File: src/rtl/tt_um_seq_divider_8x4.sv
// Restoring divider for an 8-bit dividend and a 4-bit divisor, one quotient bit per clock.
// state | meaning
// IDLE  | reset, no result computed yet
// RUN   | eight shift/subtract iterations in progress
// DONE  | result valid, waiting for the next start event
module tt_um_seq_divider_8x4 (
  input  logic [7:0] ui_in,
  output logic [7:0] uo_out,
  input  logic [7:0] uio_in,
  output logic [7:0] uio_out,
  output logic [7:0] uio_oe,
  input  logic       ena,
  input  logic       clk,
  input  logic       rst_n
);

  typedef enum logic [1:0] {
    IDLE = 2'd0,
    RUN  = 2'd1,
    DONE = 2'd2
  } state_t;

  state_t       r_state;
  state_t       w_state_nxt;
  logic [7:0]   r_dvd;
  logic [3:0]   r_dvs;
  logic [3:0]   r_p;
  logic [2:0]   r_count;
  logic [7:0]   r_quot;
  logic [3:0]   r_rem;
  logic         r_start_q;

  logic         w_start_evt;
  logic         w_dvs_zero;
  logic         w_load;
  logic         w_last;
  logic [4:0]   w_p_shift;
  logic [4:0]   w_p_next;
  logic         w_ge;
  logic         w_busy;
  logic         w_done;
  logic         w_unused;

  assign w_unused    = &{1'b0, uio_in[7:6]};
  assign w_start_evt = uio_in[4] & ~r_start_q;
  assign w_dvs_zero  = (uio_in[3:0] == 4'd0);
  assign w_load      = w_start_evt & (r_state != RUN);
  assign w_last      = (r_count == 3'd7);

  // After a subtraction P < divisor, so only P[3:0] needs to be stored between iterations.
  assign w_p_shift = {r_p, r_dvd[7]};
  assign w_ge      = (w_p_shift >= {1'b0, r_dvs});
  assign w_p_next  = w_ge ? (w_p_shift - {1'b0, r_dvs}) : w_p_shift;

  always_ff @(posedge clk or negedge rst_n) begin
    if (!rst_n) begin
      r_state <= IDLE;
    end else if (ena) begin
      r_state <= w_state_nxt;
    end
  end

  always_comb begin
    w_state_nxt = r_state;
    case (r_state)
      IDLE, DONE: begin
        if (w_start_evt) begin
          w_state_nxt = w_dvs_zero ? DONE : RUN;
        end
      end
      RUN: begin
        if (w_last) begin
          w_state_nxt = DONE;
        end
      end
      default: w_state_nxt = IDLE;
    endcase
  end

  always_comb begin
    w_busy  = (r_state == RUN);
    w_done  = (r_state == DONE);
    uio_out = {w_done, w_busy, 6'b0};
    uio_oe  = 8'b1100_0000;
    uo_out  = uio_in[5] ? {4'b0, r_rem} : r_quot;
  end

  // Quotient bits shift into the vacated LSBs of the dividend register.
  always_ff @(posedge clk or negedge rst_n) begin
    if (!rst_n) begin
      r_dvd     <= 8'd0;
      r_dvs     <= 4'd0;
      r_p       <= 4'd0;
      r_count   <= 3'd0;
      r_quot    <= 8'd0;
      r_rem     <= 4'd0;
      r_start_q <= 1'b0;
    end else if (ena) begin
      r_start_q <= uio_in[4];
      if (w_load) begin
        if (w_dvs_zero) begin
          r_quot <= 8'hFF;
          r_rem  <= 4'hF;
        end else begin
          r_dvd   <= ui_in;
          r_dvs   <= uio_in[3:0];
          r_p     <= 4'd0;
          r_count <= 3'd0;
        end
      end else if (r_state == RUN) begin
        r_p     <= w_p_next[3:0];
        r_dvd   <= {r_dvd[6:0], w_ge};
        r_count <= r_count + 3'd1;
        if (w_last) begin
          r_quot <= {r_dvd[6:0], w_ge};
          r_rem  <= w_p_next[3:0];
        end
      end
    end
  end

endmodule

File: config.mk
export PLATFORM = sky130hd
export DESIGN_NAME = tt_um_seq_divider_8x4
export DESIGN_NICKNAME = d
export VERILOG_FILES = /design/src/rtl/tt_um_seq_divider_8x4.sv
export SDC_FILE = /design/constraint.sdc
export NUM_CORES = 1
export LEC_CHECK = 0
export CORE_UTILIZATION = 50
export DETAILED_ROUTE_END_ITERATION = 12
export PLACE_DENSITY = 0.82
export REMOVE_ABC_BUFFERS = 1
export SLEW_MARGIN = 20
export SYNTH_ARGS = -nofsm -noshare
export SYNTH_HDL_FRONTEND = slang
export SYNTH_SLANG_ARGS = --single-unit
File: constraint.sdc
create_clock -name clk -period 1.9 [get_ports clk]
set_clock_uncertainty 0.05 [all_clocks]
set_input_delay 0.475 -clock clk [delete_from_list [all_inputs] [get_ports clk]]
set_output_delay 0.475 -clock clk [all_outputs]
set_load 0.02 [all_outputs]
**Signal wires on met3**

Scale: 4 px per um.
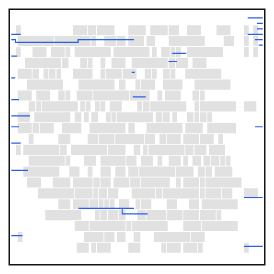
nets with wire on the layer: 22
wire length on this layer: 103 um
main direction: horizontal
M3 GR Usage: 5.43%
Post-Route WL: 3460 um

**Metal 2**

Scale: 4 px per um.
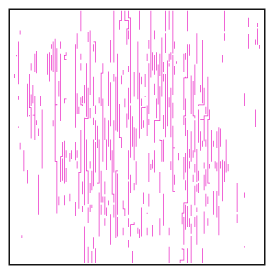
longest straight run: 30.6 um
share of all routed wire: 49%
wire length on this layer: 1680 um
main direction: vertical
nets with wire on the layer: 218
vias: 1394
GR Util met2: 32.7%

==> reports/metrics.csv <==
stage,metric,value,unit
place,Placer Congestion,0.796,
synthesis,Syn Area/Cell,9.86,um^2
die,die area,4040,um^2
final_timing,Setup TNS,0,ns
power,Clock group,0.552,mW
clocking,Sinks on Clock Net,34,
worst_setup_path,Critical path origin,uio_in[5],
global_route,grt peak-use layer,met2,
cells_and_area,Largest regs,"r_dvd x8, r_quot x8",
place,post-DP HPWL,2570,um
flow_run,Max-cap violations,0,
clocking,Worst-path clk slew,0.07,ns
final_timing,Final setup viols,0,
min_path,worst hold path class,reg -> reg,
die,I/O pin cnt,43,
place,IO Port Bufs,26,
cells_and_area,Top cells excl fill/tap,"dfrtp_1 (34), nand2_1 (33), o21ai_0 (17)",
global_route,total track usage,20.3,%
cells_and_area,ant diodes,0,
die,fp util,54.6,%
global_route,largest net degree at the start of global routing,35,
final_timing,hold slack final,0.417,ns
final_timing,fin crit share,96.8,%
worst_setup_path,worst-path fanout max,8,
power,internal power,2.08,mW
worst_setup_path,crit path DRT,1.37,ns
die,row cnt,21,
cells_and_area,final core utilization,67.9,%
clocking,TritonCTS clock tree,yes,
power,combinational power,1.59,mW
flow_run,tool warnings,28,
synthesis,Top-area cell share,44.9,%
synthesis,"top cells, area","dfrtp_1 (45%), buf_4 (6.7%), nand2_1 (6.5%)",
power,PwrDens,1430,nW/um^2
synthesis,Post-synth top flop,dfrtp_1,
clocking,CTS root buf,clkbuf_8,
synthesis,synthesized area,1890,um^2
synthesis,"Warnings, synthesis",0,
drt,antenna-violating nets left,0,
clocking,PostCTS Resize Cnt,13,
min_path,sink of the worst hold path,r_quot[5],
drt,Residual DRC,0,
cells_and_area,fraction of layout cells with a size suffix above 1,20.8,%
drt,Initial DRC Count,77,
power,Net Sw Frac,38.3,%
drt,mean routed wirelength per cell,12.5,um
place,DP Cell Count,269,
worst_setup_path,startpoint type of the worst setup path,input port,
drt,Detail Route met3 WL,103,um
cells_and_area,most frequent logic cell in the layout,dfrtp_1,
clocking,clock buffer depth,2,
power,Logic pwr share,47.1,%
synthesis,flip-flops with a built-in enable,0,
synthesis,top-count cell post-synth,dfrtp_1,
synthesis,# Cells Yosys,192,
worst_setup_path,element type at the critical path end,primary output,
status,status,"finished, final reports clean",
min_path,hold path cells,2,
synthesis,flops out of synthesis,34,
power,Reg power frac,36.5,%
cells_and_area,Layout fillers,274,
worst_setup_path,RR Endpoint,r_p[0],
cells_and_area,Nets,256,
final_timing,max-slew violation count,0,
final_timing,fmax,544,MHz
final_timing,RSZ-0062 raised after global routing,true,
cells_and_area,Final Cell Area,2350,um^2
final_timing,endpoints failing hold,0,
final_timing,Period minus WS final,1.84,ns
clocking,post-CTS setup buffers,0,
drt,Vias/cell,5.03,
synthesis,asr flop ratio synth,100,%
cells_and_area,area grow syn2layout,24.3,%
synthesis,Yosys top cell by area,dfrtp_1,
global_route,global route overflow,0,
synthesis,cell count after synthesis,192,
min_path,hold_sp,r_quot[5],
cells_and_area,Finished Layout Cells,277,
worst_setup_path,reg2reg setup slack,0.14,ns
clocking,H-Tree Depth,2,
clocking,worst-skew pair later-pin latency,0.29,ns
final_timing,final worst slack,0.0611,ns
power,P_seq,1.23,mW
synthesis,top cells by count,"dfrtp_1 (34), nand2_1 (33), o21ai_0 (18)",
die,area of the core,3470,um^2
drt,1st-pass router iterations,4,
drt,Routed met2 length,1680,um
global_route,global routing usage on met1,26.5,%
**The clock network**

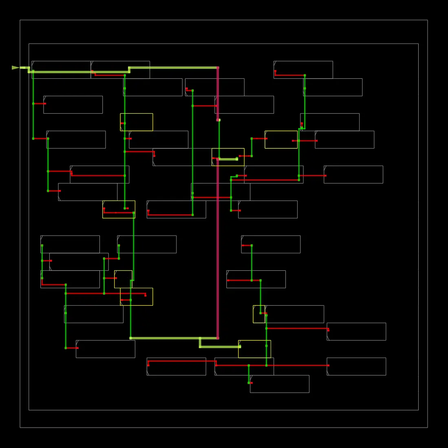
cts bufs inserted: 5
FF+latch count: 34

**Floorplan with the power grid**

Scale: 6 px per um. Pins as bars on the die edge. Tap cells in grey.
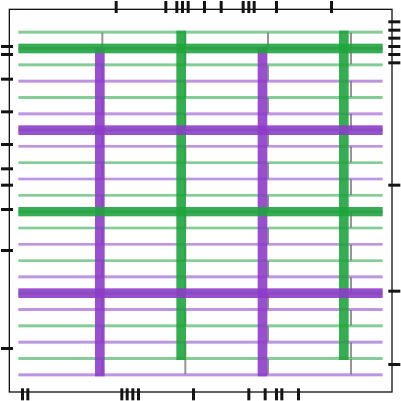
| net | colour |
|---|---|
| VDD | green |
| VSS | purple |
met1 rails: 22
tap cells: 46
maximum resistive drop on vdd: 0.661 mV
die width: 63.5 um

## critical path, stage by stage
cell	delay, ns
clkbuf_4	0.17
mux2_2	0.35
dlygate4sd2_1	0.32
## logic make-up after synthesis
logic type / Yosys count / share of synthesized area (%)
xor+xnor: 1 / 0.463
other cells: 2 / 0.397
simple gates: 62 / 15.8
mux: 19 / 10.8
flops: 34 / 44.9
fa+ha+maj: 7 / 5.02
buf+inv: 29 / 10.4
compound gates: 38 / 12.2
## final cells by class
class	instances	area, um^2	area share [%]
repair buffers	42	402	17.1
clock buffers	6	82.6	3.51
multi-input cells	141	926	39.3
inverters	6	22.5	0.957
well taps	46	57.6	2.45
flip-flops and latches	34	851	36.2
clock inverters	2	12.5	0.532
Power figures rest on the tool's default switching activity, not on a simulated workload.
